==> run_1/clock_wires.png <==
Bar = 50 um.
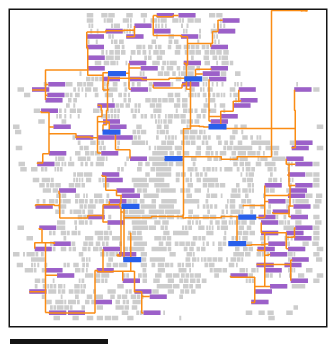
==> run_1/clock_nets.png <==
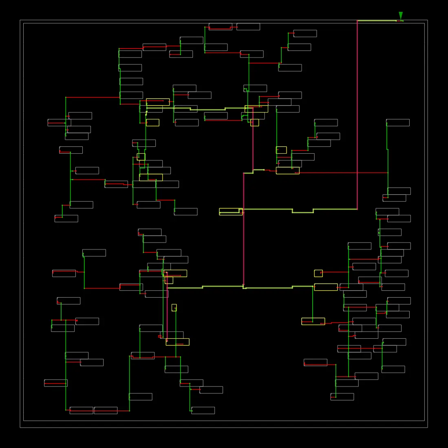
==> run_1/route_heat.png <==
Bar = 50 um. The die is cut into 32 by 32 equal tiles; white is low, dark blue is high, scaled to the fullest tile. Values are wire area over tile area, all layers added.
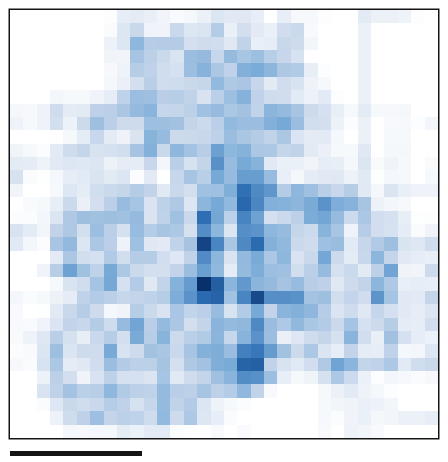
==> run_1/m3.png <==
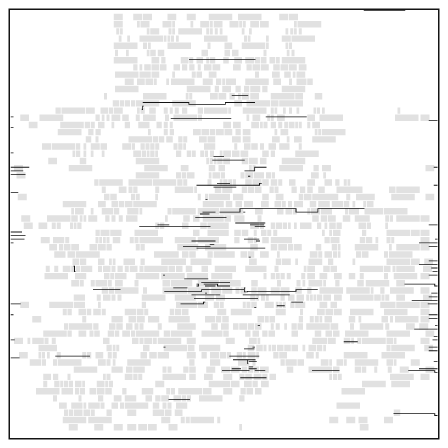
<file path="src/rtl/autocal_pkg.sv">
// Shared constants and payload types for the offset auto-calibration block.
// Holds the FSM state encodings and the calibration register map.
package autocal_pkg;

  localparam int unsigned STATE_W    = 3;
  localparam int unsigned CAL_ADDR_W = 3;
  localparam int unsigned CAL_DATA_W = 16;
  localparam int unsigned CNT_W      = 16;
  localparam int unsigned LOG2_W     = 4;

  localparam logic [STATE_W-1:0] ST_IDLE       = 3'd0;
  localparam logic [STATE_W-1:0] ST_CLEAR      = 3'd1;
  localparam logic [STATE_W-1:0] ST_SETTLE     = 3'd2;
  localparam logic [STATE_W-1:0] ST_ACCUMULATE = 3'd3;
  localparam logic [STATE_W-1:0] ST_COMPUTE    = 3'd4;
  localparam logic [STATE_W-1:0] ST_WRITE      = 3'd5;
  localparam logic [STATE_W-1:0] ST_FLUSH      = 3'd6;

  localparam logic [CAL_ADDR_W-1:0] CAL_ADDR_OFFSET = 3'd1;

  // One calibration register write beat.
  typedef struct packed {
    logic                  we;
    logic [CAL_ADDR_W-1:0] addr;
    logic [CAL_DATA_W-1:0] data;
  } cal_wr_t;

  localparam cal_wr_t CAL_WR_IDLE = '{we: 1'b0, addr: '0, data: '0};

endpackage

</file>
<file path="src/rtl/autocal_accumulator.sv">
// Signed sample accumulator with floor-mean and negate-and-saturate to 16 bits.
// The offset output is combinational and only meaningful once accumulation is complete.
module autocal_accumulator
  import autocal_pkg::*;
#(
  parameter int unsigned DATA_PATH_WIDTH  = 16,
  parameter int unsigned MAX_LOG2_SAMPLES = 12
) (
  input  logic                              clock,
  input  logic                              reset,
  input  logic                              clear,
  input  logic                              add,
  input  logic signed [DATA_PATH_WIDTH-1:0] sample,
  input  logic        [LOG2_W-1:0]          shift,
  output logic signed [CAL_DATA_W-1:0]      offset_c
);

  localparam int unsigned ACC_W = DATA_PATH_WIDTH + MAX_LOG2_SAMPLES + 1;
  localparam int unsigned EXT_W = ACC_W - DATA_PATH_WIDTH;

  localparam logic signed [ACC_W:0] SAT_MAX = (ACC_W + 1)'(32767);
  localparam logic signed [ACC_W:0] SAT_MIN = (ACC_W + 1)'(-32768);

  logic signed [ACC_W-1:0] acc;
  logic signed [ACC_W-1:0] sample_ext_c;
  logic signed [ACC_W-1:0] mean_c;
  logic signed [ACC_W:0]   mean_ext_c;
  logic signed [ACC_W:0]   neg_c;

  assign sample_ext_c = {{EXT_W{sample[DATA_PATH_WIDTH-1]}}, sample};

  always_ff @(posedge clock or negedge reset) begin
    if (!reset) begin
      acc <= '0;
    end else if (clear) begin
      acc <= '0;
    end else if (add) begin
      acc <= acc + sample_ext_c;
    end
  end

  // Arithmetic shift gives the floor of the mean; one extra bit keeps the negation exact.
  always_comb begin
    mean_c     = acc >>> shift;
    mean_ext_c = {mean_c[ACC_W-1], mean_c};
    neg_c      = -mean_ext_c;
    if (neg_c > SAT_MAX) begin
      offset_c = 16'sh7FFF;
    end else if (neg_c < SAT_MIN) begin
      offset_c = -16'sh7FFF - 16'sh0001;
    end else begin
      offset_c = neg_c[CAL_DATA_W-1:0];
    end
  end

endmodule

</file>
<file path="src/rtl/offset_autocal.sv">
// Offset auto-calibration controller: clears the offset register, settles, averages
// 2^k samples, writes back the negated mean, then pulses a downstream flush.
module offset_autocal
  import autocal_pkg::*;
#(
  parameter int unsigned DATA_PATH_WIDTH  = 16,
  parameter int unsigned MAX_LOG2_SAMPLES = 12
) (
  input  logic                              clock,
  input  logic                              reset,
  input  logic                              start,
  input  logic                              abort,
  input  logic        [CNT_W-1:0]           settle_samples,
  input  logic        [LOG2_W-1:0]          log2_samples,
  input  logic signed [DATA_PATH_WIDTH-1:0] data_in,
  input  logic                              in_valid,
  output logic                              in_ready,
  output logic        [CAL_ADDR_W-1:0]      cal_address,
  output logic        [CAL_DATA_W-1:0]      cal_data,
  output logic                              cal_we,
  output logic                              pipeline_flush,
  output logic                              busy,
  output logic                              done,
  output logic        [CAL_DATA_W-1:0]      offset_result
);

  localparam logic [LOG2_W-1:0] LOG2_CAP = LOG2_W'(MAX_LOG2_SAMPLES);

  logic [STATE_W-1:0]    state, state_nxt;
  logic [CNT_W-1:0]      settle_lat, settle_lat_nxt;
  logic [CNT_W-1:0]      cnt, cnt_nxt;
  logic [LOG2_W-1:0]     log2_lat, log2_lat_nxt;
  cal_wr_t               cal_wr, cal_wr_nxt;
  logic                  flush_nxt;
  logic                  busy_nxt;
  logic                  done_nxt;
  logic [CAL_DATA_W-1:0] offset_result_nxt;

  logic                         acc_clear_c;
  logic                         acc_add_c;
  logic [LOG2_W-1:0]            log2_clamped_c;
  logic [CNT_W-1:0]             n_last_c;
  logic signed [CAL_DATA_W-1:0] offset_c;

  assign log2_clamped_c = (log2_samples > LOG2_CAP) ? LOG2_CAP : log2_samples;
  assign n_last_c       = CNT_W'((32'd1 << log2_lat) - 32'd1);

  autocal_accumulator #(
    .DATA_PATH_WIDTH (DATA_PATH_WIDTH),
    .MAX_LOG2_SAMPLES(MAX_LOG2_SAMPLES)
  ) u_accumulator (
    .clock   (clock),
    .reset   (reset),
    .clear   (acc_clear_c),
    .add     (acc_add_c),
    .sample  (data_in),
    .shift   (log2_lat),
    .offset_c(offset_c)
  );

  always_ff @(posedge clock or negedge reset) begin
    if (!reset) begin
      state          <= ST_IDLE;
      settle_lat     <= '0;
      cnt            <= '0;
      log2_lat       <= '0;
      cal_wr         <= CAL_WR_IDLE;
      pipeline_flush <= 1'b0;
      busy           <= 1'b0;
      done           <= 1'b0;
      offset_result  <= '0;
      in_ready       <= 1'b0;
    end else begin
      state          <= state_nxt;
      settle_lat     <= settle_lat_nxt;
      cnt            <= cnt_nxt;
      log2_lat       <= log2_lat_nxt;
      cal_wr         <= cal_wr_nxt;
      pipeline_flush <= flush_nxt;
      busy           <= busy_nxt;
      done           <= done_nxt;
      offset_result  <= offset_result_nxt;
      in_ready       <= 1'b1;
    end
  end

  // Registered outputs are loaded from the upcoming state so they line up with it.
  always_comb begin
    state_nxt         = state;
    settle_lat_nxt    = settle_lat;
    cnt_nxt           = cnt;
    log2_lat_nxt      = log2_lat;
    cal_wr_nxt        = CAL_WR_IDLE;
    flush_nxt         = 1'b0;
    done_nxt          = done;
    offset_result_nxt = offset_result;
    acc_clear_c       = 1'b0;
    acc_add_c         = 1'b0;

    case (state)
      ST_IDLE: begin
        if (start) begin
          state_nxt      = ST_CLEAR;
          settle_lat_nxt = settle_samples;
          log2_lat_nxt   = log2_clamped_c;
          cnt_nxt        = '0;
          done_nxt       = 1'b0;
          acc_clear_c    = 1'b1;
          cal_wr_nxt     = '{we: 1'b1, addr: CAL_ADDR_OFFSET, data: '0};
        end
      end
      ST_CLEAR: begin
        state_nxt = abort ? ST_IDLE : ST_SETTLE;
      end
      ST_SETTLE: begin
        if (abort) begin
          state_nxt = ST_IDLE;
        end else if (settle_lat == '0) begin
          state_nxt = ST_ACCUMULATE;
          cnt_nxt   = '0;
        end else if (in_valid) begin
          if (cnt == settle_lat - 16'd1) begin
            state_nxt = ST_ACCUMULATE;
            cnt_nxt   = '0;
          end else begin
            cnt_nxt = cnt + 16'd1;
          end
        end
      end
      ST_ACCUMULATE: begin
        if (abort) begin
          state_nxt = ST_IDLE;
        end else if (in_valid) begin
          acc_add_c = 1'b1;
          if (cnt == n_last_c) begin
            state_nxt = ST_COMPUTE;
            cnt_nxt   = '0;
          end else begin
            cnt_nxt = cnt + 16'd1;
          end
        end
      end
      ST_COMPUTE: begin
        if (abort) begin
          state_nxt = ST_IDLE;
        end else begin
          state_nxt         = ST_WRITE;
          cal_wr_nxt        = '{we: 1'b1, addr: CAL_ADDR_OFFSET, data: offset_c};
          offset_result_nxt = offset_c;
        end
      end
      ST_WRITE: begin
        state_nxt = ST_FLUSH;
        flush_nxt = 1'b1;
      end
      ST_FLUSH: begin
        state_nxt = ST_IDLE;
        done_nxt  = 1'b1;
      end
      default: begin
        state_nxt = ST_IDLE;
      end
    endcase

    busy_nxt = (state_nxt != ST_IDLE);
  end

  assign cal_we      = cal_wr.we;
  assign cal_address = cal_wr.addr;
  assign cal_data    = cal_wr.data;

endmodule

</file>
<file path="config.mk">
export PLATFORM = sky130hd
export DESIGN_NAME = offset_autocal
export DESIGN_NICKNAME = d
export VERILOG_FILES = /design/src/rtl/autocal_pkg.sv /design/src/rtl/autocal_accumulator.sv /design/src/rtl/offset_autocal.sv
export SDC_FILE = /design/constraint.sdc
export NUM_CORES = 1
export LEC_CHECK = 0
export CAP_MARGIN = 0
export CORE_UTILIZATION = 35
export DETAILED_ROUTE_END_ITERATION = 8
export PLACE_DENSITY_LB_ADDON = 0.25
export SLEW_MARGIN = 30
export SYNTH_ARGS = -nofsm -noshare
export SYNTH_HDL_FRONTEND = slang
export SYNTH_SLANG_ARGS = --single-unit
</file>
<file path="constraint.sdc">
create_clock -name clock -period 4.3 [get_ports clock]
set_input_delay 0.86 -clock clock [delete_from_list [all_inputs] [get_ports clock]]
set_output_delay 0.86 -clock clock [all_outputs]
set_load 0.02 [all_outputs]
</file>
==> summary.txt, run 1 <==
Physical implementation.

- The top achievable clock speed is between 200 and 250 MHz.
- The count of state elements after synthesis is between 100 and 150.
- The antenna diode instance count is 0.
- The mean post-synth cell area is around 8.8 um2.
- In the final layout, the share of cells above drive strength 1 is 14.05%.
- The first global-routing pass estimated 38630 um of wire.
- Walking the worst path, the cells encountered are mux4_1, a222oi_1, buf_4, nand4_1, a21oi_1, nand4bb_2, buf_4, nand2b_1, and4b_1, a21oi_1, a211o_1, buf_4, o211ai_1.
- The clock tree from TritonCTS is yes.
- The flow ran to the end, and the final reports show no timing, DRC or antenna violations.
- The remaining global-route overflow is 0.
- The kind of cell with the highest combined delay on the critical path is AND-OR/OR-AND gates.
- On the worst path, the slowest cell contributes a delay of about 0.66 ns.
- The number of antenna violations at the first check in global routing is 0.
- The total power is around 0.0064 W.
- The proportion of register bits with asynchronous set or reset after synthesis is 100.0%.
- The non-filler instance count after layout is ~1400.
- For the worst setup path, the data required time is roughly 4.6 ns.
- The worst setup path is of the flop to flop kind.
- The final critical-path share of the clock period is 95.74%.
- In this run, placement finished with an instance count of 1420.
Back to the opening pictures, clock_wires.png:
[purple] flip-flops | count: 105
[orange] clock wires | length: 1580 um
[blue] clock-net drivers | count: 9
flops lie: spread over the die
routed clock nets: 10
Setup Skew: 0.01285 ns
P_clk: 0.000829 W
Clock Latency Late Sink: 0.37 ns
clock group share of total power: 13.0%

Back to the opening pictures, clock_nets.png:
Seq cells: 105
clock buffer count in the final layout: 10
number of buffers inserted during clock tree synthesis: 9
Clock Sink Count: 105

Back to the opening pictures, route_heat.png:
mean over tiles: 0.14
fullest tile: 0.68
nearly empty tiles: 19%
tiles over half the peak: 5.8%
Total Routed Length: 23810 um
vias after detailed routing: 7843
All-Layer GR Usage: 18.28%
post-DR wirelength/cell: 16.53 um

Back to the opening pictures, m3.png:
longest straight run: 26.7 um
main direction: horizontal
wire length on this layer: 823 um
met3 Resource Use GR: 2.554%

-- run 1: report_power, final --
group / leakage [nW] / switching (W) / internal, W
combinational: 3.08 / 0.00229 / 0.00182
sequential: 1.40 / 0.000302 / 0.00116
clock: 0.145 / 0.000411 / 0.000418
total: 4.62 / 0.00300 / 0.00340
-- run 1: worst reg2reg max path: stages (launching register included) --
cell	delay, ns
dfrtp_2	0.48
mux4_1	0.66
a222oi_1	0.50
buf_4	0.22
nand4_1	0.12
a21oi_1	0.20
nand4bb_2	0.24
buf_4	0.22
nand2b_1	0.19
and4b_1	0.37
a21oi_1	0.09
a211o_1	0.32
buf_4	0.22
o211ai_1	0.20
-- run 1: layer usage --
| layer | share of wire (%) | GRT usage [%] |
|---|---|---|
| met4 | 1.3 | 4.545 |
| met5 | 0 | 0 |
| met1 | 52 | 27.52 |
| met3 | 3.5 | 2.554 |
| met2 | 44 | 27.23 |
-- run 1: sequential cells by signal (all words and copies together) (netlist names) --
register and count:
done 1, cal_data 16, offset_result 16, pipeline_flush 1
log2_lat 4, cal_address 1, busy 1, cnt 16
state 3, settle_lat 16, in_ready 1, u_accumulator.acc 29
-- run 1: worst paths after layout --
check,startpoint,endpoint,slack [ns],depth (start not counted)
max in group asynchronous,reset,settle_lat[14],2.99,2
hold reg to reg,offset_result[7],offset_result[7],0.49,2
setup reg to reg,log2_lat[0],offset_result[8],0.18,13
min in group asynchronous,reset,cal_data[0],0.54,1
hold / removal,offset_result[7],offset_result[7],0.49,2
setup / recovery,log2_lat[0],offset_result[8],0.18,13
-- run 1: Yosys cell counts, types with 29 or more instances --
cell / instances / area share (%)
nand2_1: 131 / 5.5
dfrtp_1: 105 / 29
o21ai_0: 68 / 3.8
nand3_1: 56 / 3.1
nor2_1: 47 / 2.0
a21oi_1: 45 / 2.5
xnor2_1: 45 / 4.4
clkbuf_1: 44 / 1.8
xor2_1: 40 / 3.9
ha_1: 32 / 4.5
mux2i_1: 32 / 3.6
mux4_2: 29 / 7.3
-- run 1: stage by stage --
step	instance area, um2	util, %	worst slack [ns]	TNS, ns	hold WS, ns
after floorplan	8939	-	0.1625	0	0.4886
after global placement	10300	41.03	0.04937	0	0.4733
after detailed placement	10300	41.03	0.007644	0	0.4849
after CTS	10590	42.19	0.02229	0	0.5030
after global routing	10690	42.59	-0.007653	-0.02096	0.5155
final	10690	42.59	0.1833	0	0.4940
-- run 1: cells by family after synthesis --
family / Yosys count / share of synthesized area [%]
DFF: 105 / 29.41
buffers and inverters: 91 / 4.677
AOI/OAI and AO/OA: 256 / 19.02
adders and majority gates: 33 / 4.705
xor gates and xnor gates: 85 / 8.332
muxes: 75 / 12.83
other: 2 / 0.08405
and+or+nand+nor: 372 / 20.95
-- run 1: area by class of cell --
class                           count  share of cell area (%)
Tap cell                          330                   3.861
Clock buffer                       10                   2.235
Timing Repair Buffer              142                   12.36
Inverter                           22                  0.7723
Multi-Input combinational cell    825                   55.70
Sequential cell                   105                   24.60
Clock inverter                      6                  0.4798
-- run 1: timing repair --
item,CTS,global route
hold buffers,0,0
endpoints found under the hold margin,0,0
endpoints found under the setup margin,0,42
setup buffers,0,3
gates resized,0,8
==> inputs of run 2 (changes only) <==
Settings changed: ABC_CLOCK_PERIOD_IN_PS set to 4300.
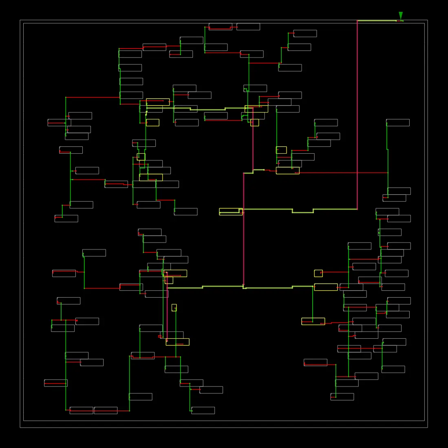
(run_2/clock_nets.png)

==> run 2 against run 1 <==
Effect of this change:
- synthesized area unchanged
- sequential cell count unchanged
- cell area unchanged
- die area unchanged
- sequential power about the same
- utilization unchanged
- combinational power about the same
- largest cell class unchanged
- highest routed layer unchanged
==> summary.txt, run 2 <==
Physical implementation.

- The routed design uses between 10000 and 15000 um of met2 wire.
- The signal on the critical path passes through mux4_1, a222oi_1, buf_4, nand4_1, a21oi_1, nand4bb_2, buf_4, nand2b_1, and4b_1, a21oi_1, a211o_1, buf_4, o211ai_1.
- Per report_power, the sequential group accounts for 22.8% of the total.
- The switching component of the power is between 0.002 and 0.003 W.
- The leading area contributor after synthesis is dfrtp_1.
- The aggregate negative setup slack is 0 ns.
- The mean post-synth cell area is slightly below 9 um2.
- The routed length on met1 is ~12000 um.
- The remaining global-route overflow is 0.
- Yosys reports that the most numerous cell types are nand2_1 (131), dfrtp_1 (105), o21ai_0 (68).
- The cell-internal power is 0.003396 W.
- The flow ran to the end, and the final reports show no timing, DRC or antenna violations.
- For this run, the script counts the antenna cells in the layout as 0.
- The most common cell in the synthesized netlist is nand2_1.
- For this run, the slowest stage of the critical path takes 0.66 ns.
- After routing the design area is about 11000 um2.
- The required time at the endpoint of the critical path is 4.57 ns.
- The met3 wire length is ~800 um.
- The critical path start-end classification is flop to flop.
- The final timing summary puts the cycle share of the worst path at between 90% and 100%.
- The flip-flop count of the largest register, all copies and words added is 29.
[run 2: kinds of logic after synthesis]
family	Yosys count	share of synthesized area, %
adders and majority gates	33	4.705
DFF	105	29.41
other	2	0.08405
buffers and inverters	91	4.677
xor gates and xnor gates	85	8.332
AOI/OAI and AO/OA	256	19.02
and+or+nand+nor	372	20.95
muxes	75	12.83
[run 2: final timing paths]
| path | start | to | slack, ns | cells after the start |
|---|---|---|---|---|
| max | log2_lat[0] | offset_result[8] | 0.18 | 13 |
| min | offset_result[7] | offset_result[7] | 0.49 | 2 |
| max reg2reg | log2_lat[0] | offset_result[8] | 0.18 | 13 |
| min reg2reg | offset_result[7] | offset_result[7] | 0.49 | 2 |
| max in group asynchronous | reset | settle_lat[14] | 2.99 | 2 |
| min in group asynchronous | reset | cal_data[0] | 0.54 | 1 |
[run 2: worst min-delay path: cells and delay by family (launching register included)]
family / cells / cell delay [ns]
DFF: 1 / 0.35
and+or+nand+nor: 2 / 0.12
[run 2: cell type report]
| type | count | area [um2] | area share [%] |
|---|---|---|---|
| repair buffers | 142 | 1321 | 12.36 |
| clock inverters | 6 | 51.30 | 0.4798 |
| well taps | 330 | 412.9 | 3.861 |
| clock buffers | 10 | 239.0 | 2.235 |
| flip-flops and latches | 105 | 2630 | 24.60 |
| inverters | 22 | 82.58 | 0.7723 |
| multi-input cells | 825 | 5956 | 55.70 |
[run 2: layer usage]
layer / vias up / GRT usage, %
li1: 3914 / -
met1: 3737 / 27.52
met2: 172 / 27.23
met3: 20 / 2.554
met4: 0 / 4.545
met5: - / 0
[run 2: per-stage QoR]
stage / worst slack, ns / std cells / util [%] / hold WS (ns)
floorplan: 0.1625 / 1020 / - / 0.4886
global placement: 0.04937 / 1420 / 41.03 / 0.4733
detailed placement: 0.007644 / 1420 / 41.03 / 0.4849
CTS: 0.02229 / 1436 / 42.19 / 0.5030
global route: -0.007653 / 1440 / 42.59 / 0.5155
finish: 0.1833 / 1440 / 42.59 / 0.4940
[run 2: what timing repair did]
action | in CTS | in global routing
endpoints found under the setup margin | 0 | 42
resized | 0 | 8
buffers inserted | 0 | 3
hold buffers | 0 | 0
[run 2: power groups by stage]
stage	Combinational, W	Clock, W	Sequential, W
finish	0.00411	0.000829	0.00146
global route	0.00450	0.000903	0.00149
CTS	0.00403	0.000858	0.00146
detailed placement	0.00401	0	0.00148
global placement	0.00400	0	0.00148
floorplan	0.00300	0	0.00137
Power figures rest on the tool's default switching activity, not on a simulated workload.
